**Cells coloured by class**

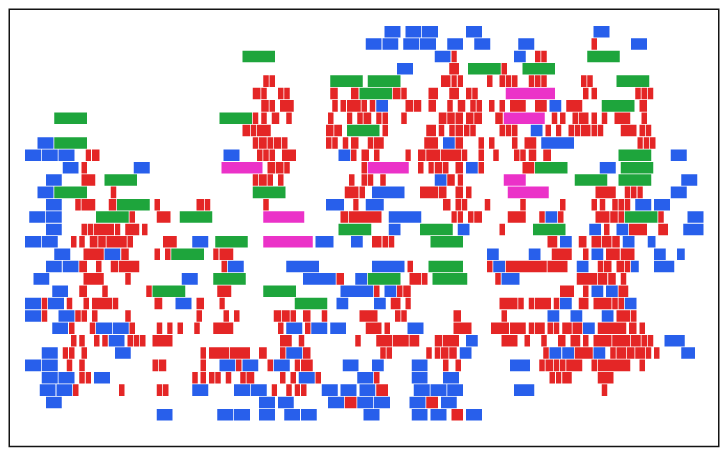
**Register map, names as in the netlist**

The bar under the picture is 50 um long. Other sequential cells in the stronger grey, the rest of the logic in the fainter grey.
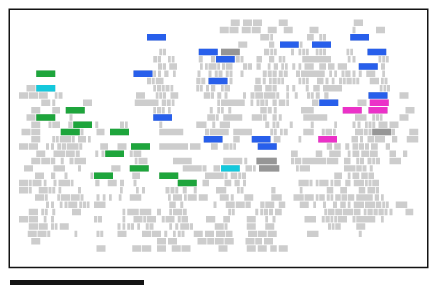
**The clock network**

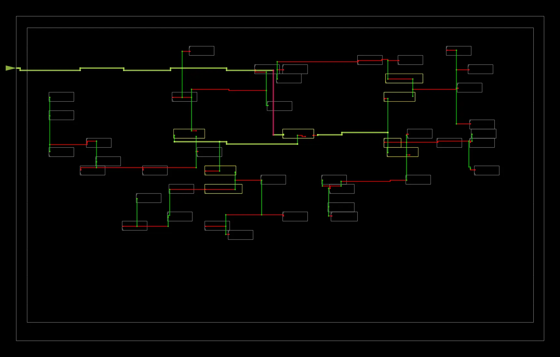
**Cell sizes after repair**

The bar under the picture is 50 um long.
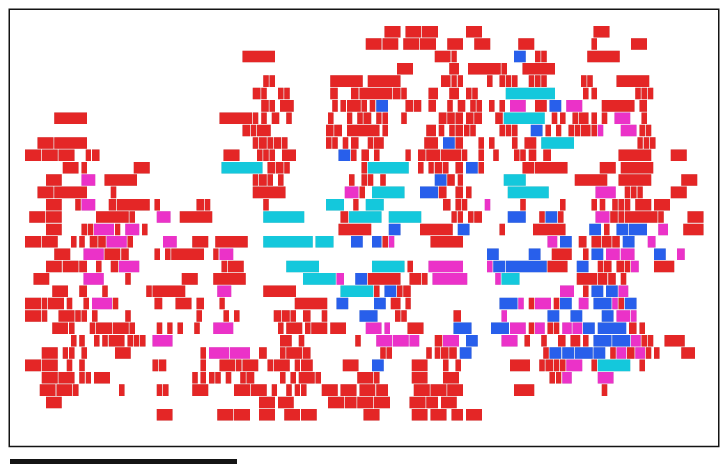
==> config.mk <==
export PLATFORM = sky130hd
export DESIGN_NAME = sat_arb4
export DESIGN_NICKNAME = d
export VERILOG_FILES = /design/src/rtl/sat_arb4.sv
export SDC_FILE = /design/constraint.sdc
export NUM_CORES = 1
export LEC_CHECK = 0
export ABC_AREA = 1
export CORE_ASPECT_RATIO = 0.6
export CORE_MARGIN = 3
export CORE_UTILIZATION = 23
export CTS_CLUSTER_SIZE = 10
export DETAILED_ROUTE_END_ITERATION = 16
export PLACE_DENSITY = 0.49
export SYNTH_ARGS = -nofsm -noshare
export SYNTH_HDL_FRONTEND = slang
export SYNTH_SLANG_ARGS = --single-unit
==> constraint.sdc <==
create_clock -name clk -period 2.6 [get_ports clk]
set_input_delay 0.52 -clock clk [delete_from_list [all_inputs] [get_ports clk]]
set_output_delay 0.52 -clock clk [all_outputs]
set_load 0.02 [all_outputs]
==> reports/qor.yml <==
synth_cell_types: 39
holdPathStages: 2
firstDrtPassIters: 5
diodes: 0
cts_setup_buffers: 0
fin_crit_ns: 2.48
cp_cell_sequence: "inv_2 > ha_4 > inv_1 > nand3_1 > nand2_2 > nand2_4 > nor2_8 > nor2_4 > nand2_1 > o21ai_1 > buf_2"
p_clk_frac: 0.149
ys.flop_type: "dfxtp_1"
finalSetupViolCount: 0
gp_routability_congestion: 0.905
io_buffers: 115
synth_seq_share: 0.246
switching_share: 0.461
dp_cells: 813
clk_root_buffer_cell: "clkbuf_16"
report.final.hold_viol_count: 0
antenna_left: 0
switchingPower_mw: 2.55
startpoint_type: "flop"
top_cell: "nand2_1"
antenna_found_initial: 0
drive_gt1_frac: 0.213
nMultiInputCombCells: 388
m1WireLength_mm: 5.60
cellLeakagePower_nw: 2.21
status: "complete, no violations"
synth_cells: 503
yosys_cells: 503
dp_hpwl_mm: 8.80
wl_met2_mm: 4.85
fin_area_um2: 5130
nFillCells: 1360
drtIter0Drc: 188
grt-busiest-layer: "met2"
cts_tree: "built"
die_width_um: 156
met2_usage: 0.224
synth.avg_cell_area_um2: 6.16
critPathRequiredTime_ns: 2.08
crit_arrival_ns: 1.96
drcViolationCount: 0
wl_per_cell_um: 13.8
r2r_cells: 21
power.internal_mw: 2.99
worst_slew_pin_slew_ns: 0.727
critPathTopFamily: "simple AND/OR/NAND/NOR gates"
seqPwrFrac: 0.141
final.setup_skew_ns: 0.00800
fin_setup_tns_ns: 0
grt_use_total: 0.150
yosys_warnings: 0
critPathSlowestCell: "dfxtp_2"
grt_max_degree: 26
p_per_area_nw_per_um2: 1080
largest_cell_class: "logic gates"
timing.critical_path.buf_inv: 3
viasPerCell: 4.53
critical_path_class: "reg -> out"
signal_buffers: 165
slew_viol_final: 0
max_freq_mhz: 403
fp_nets: 584
dp_slack_ns: -0.530
die_area_um2: 14900
design_power_total_mw: 5.54
async_flop_share: 0
pg_comb_mw: 3.93
largestPowerGroup: "combinational cells"
warnings: 31
period_used_share: 0.954
ir_drop_v: 0.000455
use_met1: 0.213
cts.htree.levels: 2
edf_count: 0
drt_wl_total_mm: 11.4
slew_headroom: 0.514
clock_area_frac: 0.0388
grt_pass1_wl_mm: 18.1
vias: 3744
cts_buffer_depth: 2
synth_flops: 38
combPwrFrac: 0.709
dpl-instance-area_um2: 4750
synthTopCellsByCount: "nand2_1 (174), nor2_1 (50), inv_1 (48), dfxtp_1 (38), nand3_1 (29)"
hold_path.class: "reg -> reg"
powerClk_mw: 0.827
ios: 116
holdWs_ns: 0.463
clk_pin_slew_ns: 0.06
cts_buffers: 5
topCellsByArea: "dfxtp_1 (25%), nand2_1 (21%), nor2_1 (6.1%)"
max_stage_delay_ns: 0.33
drv_cap: 0
r2r_slack_ns: 0.18
crit_fanout: 5
syn_area_um2: 3100
yosys-stat-area_um2: 3100
sh_comb_area: 0.411
grt_pass1_vias: 3606
met3_usage: 0.0544
overflow: 0
wl_met3_um: 943
bufAreaShareNonClock: 0.317
cts.repair.resized: 32
num_tap_cells: 170
fp_util: 0.238
n_clock_buffer: 6
yosys.area.top_type: "dfxtp_1"
combGateArea_um2: 2110
worstSetupEndpointType: "output port"
cp.depth: 11
largest_reg_flops: 16
inv_count: 58
layout.nets: 737
top_area_frac: 0.246
top_layer: "met4"
ctsHoldBuffers: 0
chipHeight_um: 95.9
fin_cells: 827
About 'cells coloured by class':
| colour | class | cells | share of their area |
|---|---|---|---|
| magenta | clock drivers and dummy loads | 8 | 4.0% |
| red | combinational and other logic | 446 | 47% |
| green | flops | 38 | 16% |
| blue | other buffers and delay cells | 165 | 33% |
row count: 32
CORE AREA: 13000 um^2
fin util: 0.394

About 'register map, names as in the netlist':
| colour | netlist name | sequential cells |
|---|---|---|
| green | out_data | 12 |
| cyan | out_ch | 2 |
| blue | sat_cnt | 16 |
| magenta | sat_flags | 4 |
flop share of the area: 0.149
register area: 763 um^2
seq pwr: 0.784 mW

About 'the clock network':
Flops: 38
Insertion Delay late pin: 0.29 ns
clock sink count: 38

About 'cell sizes after repair':
| colour | size | cells | most used |
|---|---|---|---|
| cyan | _6 and larger | 21 | buf_12 |
| red | _0 and _1 cells | 517 | nand2_1 |
| blue | _3 and _4 cells | 54 | buf_4 |
| magenta | _2 cells | 65 | nand3_2 |
Area growth, synth to finish: 65.5%
post-route setup slack: 0.119 ns

-- layout by cell type, fill, tap and decap left out, types with 2 or more instances in the layout --
| cell | n |
|---|---|
| o21ai_2 | 3 |
| nand4_1 | 6 |
| nor3_1 | 6 |
| bufinv_16 | 2 |
| a21oi_2 | 10 |
| inv_2 | 10 |
| buf_2 | 3 |
| clkbuf_16 | 5 |
| o211ai_2 | 10 |
| inv_1 | 45 |
| o211ai_1 | 3 |
| o22ai_1 | 4 |
| ha_1 | 4 |
| nor2_1 | 47 |
| nor2_4 | 2 |
| buf_6 | 4 |
| xor2_1 | 5 |
| dlymetal6s2s_1 | 5 |
| dfxtp_2 | 2 |
| o21ai_1 | 3 |
| buf_4 | 40 |
| nand2_1 | 170 |
| nand2_2 | 9 |
| clkdlybuf4s50_1 | 105 |
| nand3_1 | 27 |
| buf_12 | 7 |
| o21ai_0 | 16 |
| nand3_2 | 13 |
| or4_1 | 4 |
| a21oi_1 | 22 |
| dfxtp_1 | 36 |
| nand2_4 | 9 |
| nor2_2 | 3 |
-- worst reg2reg max path, stage by stage (launching register included) --
cell and delay [ns]:
dfxtp_2 0.33, inv_2 0.05, ha_4 0.24, inv_1 0.08, buf_4 0.14, nand2_2 0.05
nand2_2 0.07, nand3_4 0.08, buf_4 0.14, nand2_1 0.07, inv_2 0.04, nand2_4 0.07
buf_4 0.12, nand3_1 0.10, nand3_2 0.10, nand2_4 0.10, buf_12 0.14, nand2_4 0.08
nand3b_1 0.10, nand2_1 0.08, nand2_1 0.05, nor2_1 0.11
-- kinds of logic after synthesis --
logic type,after synthesis,synth area share
buffers and inverters,78,0.109
flip-flops,38,0.246
AND-OR/OR-AND,75,0.160
adder cells (fa/ha/maj),5,0.0202
AND/OR/NAND/NOR,301,0.448
XOR/XNOR,6,0.0170
Power is estimated from default activity; no workload was simulated.
